File: config.mk
export PLATFORM = sky130hd
export DESIGN_NAME = stream_demux_2
export DESIGN_NICKNAME = d
export VERILOG_FILES = /design/src/rtl/stream_demux_2.sv
export SDC_FILE = /design/constraint.sdc
export NUM_CORES = 1
export LEC_CHECK = 0
export CAP_MARGIN = 20
export CORE_UTILIZATION = 45
export DETAILED_ROUTE_END_ITERATION = 10
export GPL_TIMING_DRIVEN = 0
export PLACE_DENSITY = 0.82
export RECOVER_POWER = 50
export SLEW_MARGIN = 30
export SYNTH_ARGS = -nofsm -noshare
export SYNTH_HDL_FRONTEND = slang
export SYNTH_SLANG_ARGS = --single-unit
File: constraint.sdc
create_clock -name clk -period 3.5 [get_ports clk]
set_input_delay 0.7 -clock clk [delete_from_list [all_inputs] [get_ports clk]]
set_output_delay 0.7 -clock clk [all_outputs]
set_load 0.005 [all_outputs]
File: src/rtl/stream_demux_2.sv
// Registered 1-to-2 valid/ready stream demultiplexer; destination chosen on a packet's first beat.
// Optional per-port packet counters are enabled with `define DEMUX_CNT_EN.
module stream_demux_2 #(
  parameter int unsigned DATA_W = 32,
  parameter int unsigned CNT_W  = 16
) (
  input  logic              clk,
  input  logic              rst,
  input  logic [DATA_W-1:0] in_data,
  input  logic              in_valid,
  input  logic              in_last,
  input  logic              in_sel,
  output logic              in_ready,
  output logic [DATA_W-1:0] out0_data,
  output logic              out0_valid,
  output logic              out0_last,
  input  logic              out0_ready,
  output logic [DATA_W-1:0] out1_data,
  output logic              out1_valid,
  output logic              out1_last,
  input  logic              out1_ready,
  output logic              busy
`ifdef DEMUX_CNT_EN
  ,
  output logic [CNT_W-1:0]  pkt_cnt0,
  output logic [CNT_W-1:0]  pkt_cnt1
`endif
);

  typedef enum logic {IDLE, BURST} state_t;

  state_t state;
  logic   dest_q;
  logic   dest_c;
  logic   accept_c;
  logic   load0_c;
  logic   load1_c;

  // Destination follows in_sel only on a packet's first beat, then stays locked.
  assign dest_c   = (state == IDLE) ? in_sel : dest_q;
  assign in_ready = dest_c ? (~out1_valid | out1_ready) : (~out0_valid | out0_ready);
  assign accept_c = in_valid & in_ready;
  assign load0_c  = accept_c & ~dest_c;
  assign load1_c  = accept_c & dest_c;

  // Packet framing FSM; busy mirrors the BURST state as a register.
  always_ff @(posedge clk or posedge rst) begin
    if (rst) begin
      state  <= IDLE;
      dest_q <= 1'b0;
      busy   <= 1'b0;
    end else begin
      case (state)
        IDLE: begin
          if (accept_c && !in_last) begin
            state  <= BURST;
            dest_q <= in_sel;
            busy   <= 1'b1;
          end
        end
        BURST: begin
          if (accept_c && in_last) begin
            state <= IDLE;
            busy  <= 1'b0;
          end
        end
        default: begin
          state <= IDLE;
          busy  <= 1'b0;
        end
      endcase
    end
  end

  // Port 0 output register: a load wins over a drain so valid stays high on back-to-back beats.
  always_ff @(posedge clk or posedge rst) begin
    if (rst) begin
      out0_data  <= '0;
      out0_last  <= 1'b0;
      out0_valid <= 1'b0;
    end else if (load0_c) begin
      out0_data  <= in_data;
      out0_last  <= in_last;
      out0_valid <= 1'b1;
    end else if (out0_valid && out0_ready) begin
      out0_valid <= 1'b0;
    end
  end

  // Port 1 output register.
  always_ff @(posedge clk or posedge rst) begin
    if (rst) begin
      out1_data  <= '0;
      out1_last  <= 1'b0;
      out1_valid <= 1'b0;
    end else if (load1_c) begin
      out1_data  <= in_data;
      out1_last  <= in_last;
      out1_valid <= 1'b1;
    end else if (out1_valid && out1_ready) begin
      out1_valid <= 1'b0;
    end
  end

`ifdef DEMUX_CNT_EN
  // Count packets as their last beat is handed to the sink; wraps naturally.
  always_ff @(posedge clk or posedge rst) begin
    if (rst) begin
      pkt_cnt0 <= '0;
      pkt_cnt1 <= '0;
    end else begin
      if (out0_valid && out0_ready && out0_last) pkt_cnt0 <= pkt_cnt0 + CNT_W'(1);
      if (out1_valid && out1_ready && out1_last) pkt_cnt1 <= pkt_cnt1 + CNT_W'(1);
    end
  end
`endif

endmodule

Fig. 1: run 1, port wiring
Bar = 20 um.
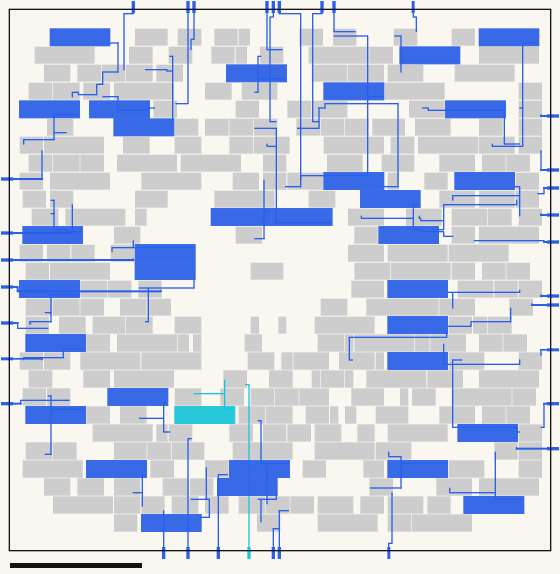
port	colour	bits	direction	end cells	buffers	wire
`out1_last`	cyan	1	output	1	1	35.5 um
`out1_data`	blue	32	output	32	32	837 um
IO Count: 109
PortBufs: 108

Fig. 2: run 1, clock nets
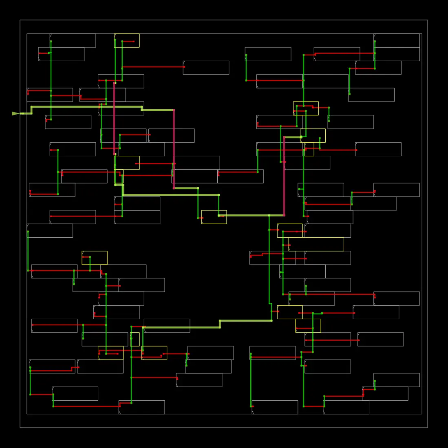
registers: 71
total CTS buffers: 9
clk sinks: 71
clock buf count: 11
P_clk: 0.643 mW

Fig. 3: run 1, cell classes on the final placement
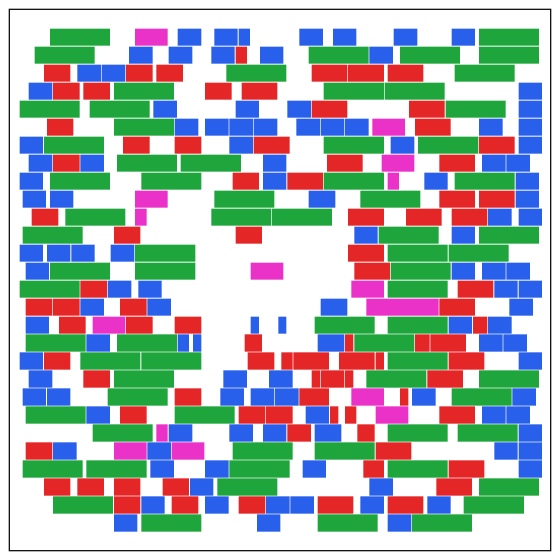
class	colour	cells	share of their area
remaining buffers and delay cells	blue	117	28%
registers	green	71	43%
clock drivers and dummy loads	magenta	15	4.8%
remaining logic cells	red	85	24%
flop share of the area: 42.2%
Core Footprint: 6030 sq um

==> flow_metrics.py, run 1 <==
# Synthesis and PnR figures
metrics = {
    "status": {
        "status": "finished with violations",
        "violations": "capacitance limit, slew limit",
    },
    "clocking": {
        "clk_latency_ps": 330,
        "postCtsSetupBuffers": 0,
        "root_buffer": "clkbuf_8",
        "holdBufCountCts": 0,
        "cts_resized": 0,
        "clk_pin_slew_worst_paths_ps": 70,
        "ctsLongestPathBuffers": 2,
        "h-tree-depth": 3,
    },
    "power_and_ir_drop": {
        "comb-power_mw": 1.73,
        "switching_share_pct": 26.4,
        "p_int_mw": 2.83,
        "power_frac_clock_pct": 16.7,
        "p_per_area_nw_per_um2": 915,
        "power_leakage_nw": 1.89,
        "p_seq_share_pct": 38.4,
        "switchingPower_mw": 1.02,
        "combPwrFrac_pct": 44.9,
        "p_total_mw": 3.85,
        "peakVddDrop_uv": 505,
        "maxPowerGroup": "combinational logic",
    },
    "synth": {
        "ys_cells": 164,
        "synthAdderAreaFrac_pct": 0,
        "aoi_share_pct": 1.18,
        "ys_sh_xor_pct": 0,
        "synth_warnings": 0,
        "ys_sh_mux_pct": 31.7,
        "synth_nets": 203,
        "ys_seq_share_pct": 62.3,
        "edf_count": 0,
        "syn_inst": 164,
        "yosys-dominant-comb-family": "multiplexers",
        "ys_chip_area_sq_um": 2850,
    },
    "worst_setup_path": {
        "path_class": "input pin to output pin",
        "cp_data_arrival_time_ps": 2320,
        "ff2ff_path_depth": 5,
        "crit_buf_inv": 2,
        "startpoint": "in_sel",
        "crit_fanout": 3,
        "required_ps": 2800,
        "crit_path_end_kind": "output pin",
        "cp_top_family": "buffers and inverters",
    },
    "cells_and_area": {
        "lay_top_count": "clkdlybuf4s50_1",
        "antenna_cells": 0,
        "fin_area_sq_um": 4210,
        "area_growth_pct": 47.4,
        "nNetsFinal": 323,
        "drive_gt1_share_pct": 31.3,
        "top_regs": "out0_data x32, out1_data x32",
    },
    "grt": {
        "overflow": 0,
        "antenna_found_initial": 0,
        "met3_usage_pct": 6.11,
        "gr-usage-met1_pct": 24.2,
        "grt-busiest-layer": "met2",
        "grt_pass1_vias": 1814,
    },
    "sta": {
        "slew_headroom_pct": -2.91,
        "rsz0062_at_grt": "false",
        "finalClockSkew_ps": 7.26,
        "hold_violations": 0,
        "setup_viol": 0,
        "drv_slew": 37,
        "fin_ws_ps": 475,
        "hold_ws_ps": 495,
        "fmax_mhz": 331,
        "setup_tns_ps": 0,
    },
    "hold_path": {
        "hp-start": "dest_q$_DFFE_PP0P_",
        "min_to": "dest_q$_DFFE_PP0P_",
        "min_path_type": "flip-flop to flip-flop",
    },
    "place": {
        "placed_cells": 348,
        "dp_hpwl_um": 4280,
        "gp_congestion": 0.635,
        "place_ws_ps": 609,
    },
    "job": {
        "max_cap_violations": 1,
        "tool_warnings": 26,
    },
    "drt": {
        "vias_per_cell": 4.87,
        "antenna_left": 0,
        "first_iter_violations": 39,
        "route.vias.total": 1769,
        "drtPass1Iterations": 3,
        "drc": 0,
        "wl_per_cell_um": 16.3,
    },
    "floorplanning": {
        "die_h_um": 81.6,
        "fp_util_pct": 47.4,
        "fp-row-count": 28,
        "dieArea_sq_um": 6660,
    },
}
## run 1: cells in the mapped netlist (2+ instances only)
library cell	count	area share (%)
nand2b_1	2	0.44
buf_6	5	2.0
inv_1	3	0.39
mux2_2	35	14
buf_2	2	0.35
mux2i_1	2	0.70
nand2_1	4	0.53
mux2_4	32	17
dfrtp_1	71	62
## run 1: area by class of cell
cell class	instances	area [sq um]
fill	416	1820
sequential	71	1780
timing repair buffer	109	1090
multi-input combinational	82	980
clock buffer	11	151
tap	75	93.8
buffer	8	61.3
clock inverter	4	45.0
inverter	3	12.5
## run 1: routing by layer
| layer | wire (um) | part of all wire, % |
|---|---|---|
| met1 | 2570 | 43 |
| met2 | 2850 | 48 |
| met3 | 432 | 7.3 |
| met4 | 66 | 1.1 |
| met5 | 0 | 0 |
--- run 2 (diff from run 1) ---
--- a/config.mk
+++ b/config.mk
@@ -5,11 +5,15 @@
 export SDC_FILE = /design/constraint.sdc
 export NUM_CORES = 1
 export LEC_CHECK = 0
+export ABC_AREA = 1
 export CAP_MARGIN = 20
-export CORE_UTILIZATION = 45
+export CELL_PAD_IN_SITES_DETAIL_PLACEMENT = 1
+export CELL_PAD_IN_SITES_GLOBAL_PLACEMENT = 2
+export CORE_UTILIZATION = 29
+export CTS_CLUSTER_DIAMETER = 150
 export DETAILED_ROUTE_END_ITERATION = 10
 export GPL_TIMING_DRIVEN = 0
-export PLACE_DENSITY = 0.82
+export PLACE_DENSITY_LB_ADDON = 0.1
 export RECOVER_POWER = 50
 export SLEW_MARGIN = 30
 export SYNTH_ARGS = -nofsm -noshare
Fig. 4: run 2, cells by drive strength
Bar = 20 um.
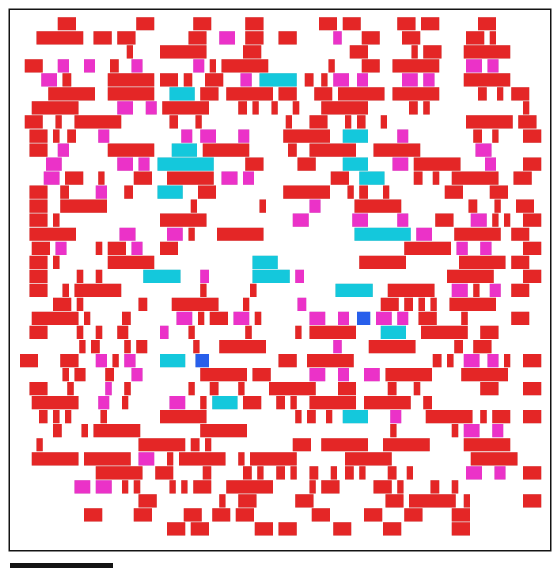
size	colour	cells	share	most used
x1 and smaller	red	314	77%	clkdlybuf4s50_1
x3 and x4	blue	2	0.49%	clkinvlp_4
x6 and larger	cyan	17	4.2%	clkbuf_8
x2	magenta	76	19%	nand2_2

Fig. 5: run 2, cell classes on the final placement
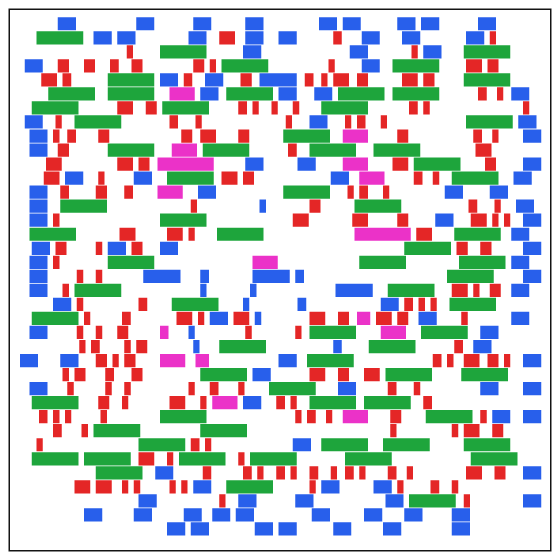
class	colour	cells	share of their area
clock drivers and dummy loads	magenta	16	5.4%
remaining buffers and delay cells	blue	123	28%
remaining logic cells	red	199	25%
registers	green	71	42%
Finished Core Util: 43.3%
flop share of the area: 40.0%

==> flow_metrics.py, run 2 <==
# Synthesis and PnR figures
metrics = {
    "status": {
        "status": "finished with violations",
        "violations": "capacitance limit, slew limit",
    },
    "sta": {
        "setup_viol": 0,
        "drv_slew": 34,
        "setup_tns_ps": 0,
    },
    "worst_setup_path": {
        "cp_top_family": "buffers and inverters",
        "crit_fanout": 3,
    },
    "clocking": {
        "ctsLongestPathBuffers": 2,
        "clock-sinks": 71,
        "h-tree-depth": 3,
    },
    "power_and_ir_drop": {
        "switching_share_pct": 32.2,
        "p_seq_share_pct": 37.3,
        "switchingPower_mw": 1.25,
        "power_leakage_nw": 2.05,
        "p_total_mw": 3.89,
    },
    "synth": {
        "synth.most_common_cell": "dfrtp_1",
        "synthTopCellsByCount": "71 x dfrtp_1, 48 x nand2_1, 41 x o21ai_2, 38 x inv_1, 37 x nand2_2",
        "topCellsByArea": "dfrtp_1 58%, o21ai_2 12%, nand2_2 7.6%, nand2_1 5.9%, inv_1 4.7%",
        "ys_sh_mux_pct": 0,
        "synth_warnings": 0,
    },
    "job": {
        "max_cap_violations": 1,
    },
    "cells_and_area": {
        "buffer_area_share_pct": 27.2,
        "seq_cells": 71,
        "n_clock_buffer": 11,
        "drive_gt1_share_pct": 23.2,
        "comb_share_pct": 20.5,
        "area_share_clock_buf_inv_pct": 5.21,
        "ff_latch_area_sq_um": 1780,
        "area_growth_pct": 45.4,
        "fin_area_sq_um": 4450,
    },
    "drt": {
        "wl_per_cell_um": 14.2,
        "routed-wl-met2_um": 3750,
        "drtPass1Iterations": 4,
        "wl_met3_um": 400,
    },
    "floorplanning": {
        "die_h_um": 105,
        "fp-row-count": 37,
        "core_region_area_sq_um": 10300,
        "dieArea_sq_um": 11000,
    },
    "grt": {
        "grt-busiest-layer": "met2",
        "grt_pass1_vias": 2394,
    },
    "place": {
        "portBuffers": 108,
    },
    "hold_path": {
        "min_path_type": "flip-flop to flip-flop",
    },
}
Fig. 6: run 2, clock nets
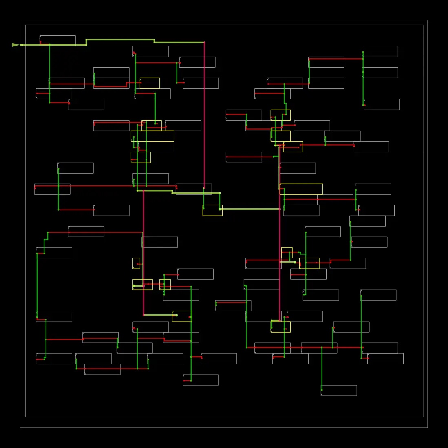
skew final: 8.51 ps
Latency at later pin: 340 ps

==> run 2: worst paths after layout <==
path,startpoint,end,slack (ps),cells after the start
setup / recovery,in_sel,in_ready,680,6
hold / removal,out1_data[8]$_DFFE_PP0P_,out1_data[8]$_DFFE_PP0P_,480,2
setup reg to reg,flip-flop,out1_data[0]$_DFFE_PP0P_,1410,7
hold reg to reg,out1_data[8]$_DFFE_PP0P_,out1_data[8]$_DFFE_PP0P_,480,2
max in group asynchronous,rst,out0_data[28]$_DFFE_PP0P_,1490,3
min in group asynchronous,rst,out1_data[13]$_DFFE_PP0P_,1190,2
==> run 2: tightest hold or removal path, delay by kind of cell (launching register included) <==
family / cells / cell delay [ps]
and+or+nand+nor: 1 / 50
AOI/OAI and AO/OA: 1 / 60
DFF: 1 / 340
--- run 3 (diff from run 2) ---
--- a/config.mk
+++ b/config.mk
@@ -9,7 +9,7 @@
 export CAP_MARGIN = 20
 export CELL_PAD_IN_SITES_DETAIL_PLACEMENT = 1
 export CELL_PAD_IN_SITES_GLOBAL_PLACEMENT = 2
-export CORE_UTILIZATION = 29
+export CORE_UTILIZATION = 24
 export CTS_CLUSTER_DIAMETER = 150
 export DETAILED_ROUTE_END_ITERATION = 10
 export GPL_TIMING_DRIVEN = 0
==> constraint.sdc (replaced) <==
create_clock -name clk -period 2.4 [get_ports clk]
set_input_delay 0.48 -clock clk [delete_from_list [all_inputs] [get_ports clk]]
set_output_delay 0.48 -clock clk [all_outputs]
set_load 0.005 [all_outputs]
Fig. 7: run 3, cell classes on the final placement
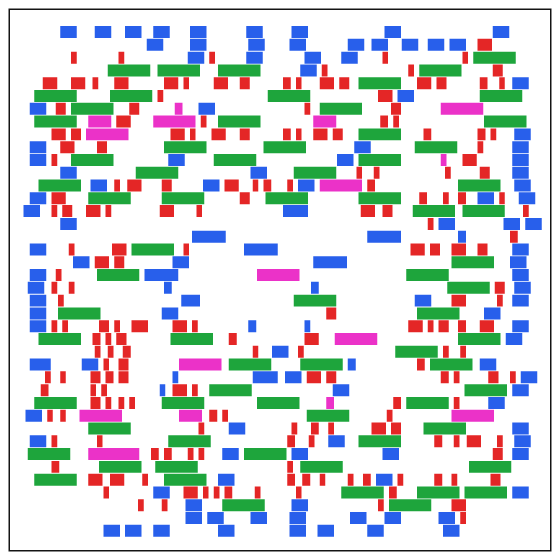
class	colour	cells	share of their area
remaining logic cells	red	199	24%
remaining buffers and delay cells	blue	124	29%
clock drivers and dummy loads	magenta	16	7.0%
registers	green	71	40%

Fig. 8: run 3, port wiring
Bar = 20 um.
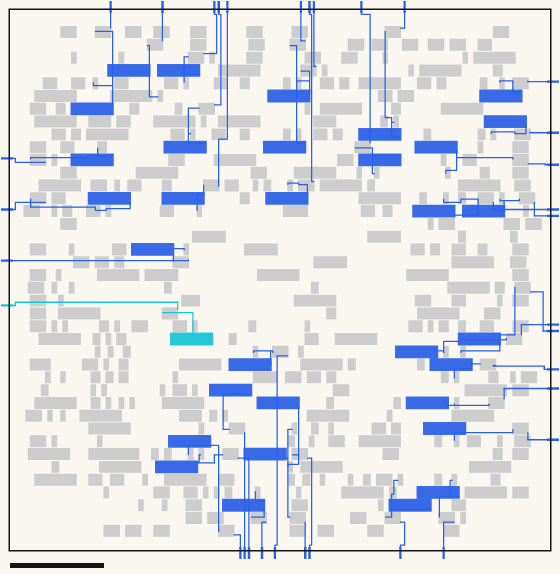
port	colour	bits	direction	end cells	buffers	wire
`out1_last`	cyan	1	output	1	1	52.7 um
`out1_data`	blue	32	output	32	32	922 um

==> flow_metrics.py, run 3 <==
# Synthesis and PnR figures
metrics = {
    "synth": {
        "ys_cells": 284,
        "edf_count": 0,
        "synthTopCellsByCount": "71 x dfrtp_1, 48 x nand2_1, 41 x o21ai_2, 38 x inv_1, 37 x nand2_2",
        "yosys.area.top_type_share_pct": 58.1,
        "ys_chip_area_sq_um": 3060,
        "yosysTopAreaCell": "dfrtp_1",
        "syn_inst": 284,
        "synth_warnings": 0,
        "synth.most_common_cell": "dfrtp_1",
        "synth_nets": 323,
    },
    "place": {
        "portBuffers": 108,
        "place_ws_ps": 80.8,
        "dp_hpwl_um": 5870,
        "gp_congestion": 0.696,
    },
    "sta": {
        "fmax_mhz": 488,
        "setup_tns_ps": 0,
        "hold_ws_ps": 480,
        "hold_violations": 0,
        "drv_slew": 0,
        "fin_ws_ps": 352,
        "slew_headroom_pct": 36.2,
    },
    "worst_setup_path": {
        "crit_path_end_kind": "flip-flop",
        "ff2ff_path_depth": 8,
        "r2r-end": "out1_data[26]$_DFFE_PP0P_",
        "r2r_setup_slack_ps": 590,
        "crit_buf_inv": 3,
        "path_class": "input pin to flip-flop",
        "startpoint": "in_sel",
        "required_ps": 2650,
        "cp.depth": 8,
    },
    "drt": {
        "wl_per_cell_um": 14.1,
        "antenna_left": 0,
        "vias_per_cell": 4.06,
        "route.vias.total": 2349,
        "drtPass1Iterations": 4,
    },
    "cells_and_area": {
        "comb_share_pct": 20.0,
        "top_regs": "out0_data x32, out1_data x32",
        "nNetsFinal": 444,
        "fin_area_sq_um": 4630,
        "ff_latch_area_sq_um": 1780,
        "comb.multi_input.count": 160,
        "seq_cells": 71,
        "drive_gt1_share_pct": 24.4,
        "antenna_cells": 0,
        "area_growth_pct": 51.5,
        "final_util_pct": 37.9,
        "seq_share_pct": 38.4,
        "lay_top_count": "clkdlybuf4s50_1",
        "num-nonclk-buffers": 124,
        "largest_cell_class": "flip-flops and latches",
        "buffer_area_share_pct": 27.2,
        "nNonClkInverters": 39,
    },
    "job": {
        "tool_warnings": 26,
    },
    "floorplanning": {
        "ios": 109,
        "dieArea_sq_um": 13200,
        "die_h_um": 115,
        "fp_util_pct": 25.0,
    },
    "hold_path": {
        "min_path_type": "flip-flop to flip-flop",
        "min_to": "out1_data[12]$_DFFE_PP0P_",
        "whs_path_depth": 2,
    },
    "power_and_ir_drop": {
        "switching_share_pct": 31.3,
        "switchingPower_mw": 1.89,
        "power_frac_clock_pct": 22.8,
        "peakVddDrop_uv": 526,
        "maxPowerGroup": "combinational logic",
        "p_seq_share_pct": 35.0,
        "power_leakage_nw": 2.14,
        "p_per_area_nw_per_um2": 1300,
    },
    "status": {
        "status": "complete, no violations",
    },
    "clocking": {
        "cts_buffers": 9,
        "clock-sinks": 71,
        "holdBufCountCts": 0,
        "h-tree-depth": 3,
        "clk_pin_slew_worst_paths_ps": 60,
        "ctsLongestPathBuffers": 2,
    },
    "grt": {
        "antenna_found_initial": 0,
    },
}
Fig. 9: run 3, clock nets
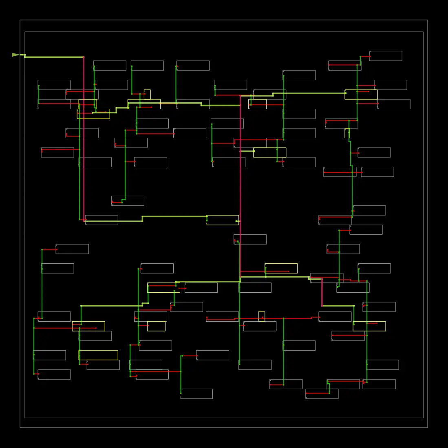
P_clk: 1.38 mW
clock buf count: 13
skew final: 5.56 ps

run 3: routing by layer:
metal | vias to the layer above | global-route usage, % | wire (um)
met5 | - | 0 | 0
met4 | 0 | 4.94 | 104
met3 | 9 | 5.64 | 484
met2 | 61 | 21.8 | 4050
met1 | 1142 | 17.0 | 3540
li1 | 1137 | - | -
run 3: kinds of logic (layout without fill, tap and decap cells):
| group | Yosys count | after routing | synth area share, % |
|---|---|---|---|
| AND-OR/OR-AND | 68 | 68 | 16.2 |
| buffers and inverters | 53 | 179 | 10.4 |
| AND/OR/NAND/NOR | 92 | 92 | 15.3 |
| flip-flops | 71 | 71 | 58.1 |
run 3: timing repair:
item | CTS | global route
setup endpoints to repair | 0 | 1
setup buffers | 0 | 0
resized | 0 | 1
Power figures rest on the tool's default switching activity, not on a simulated workload.
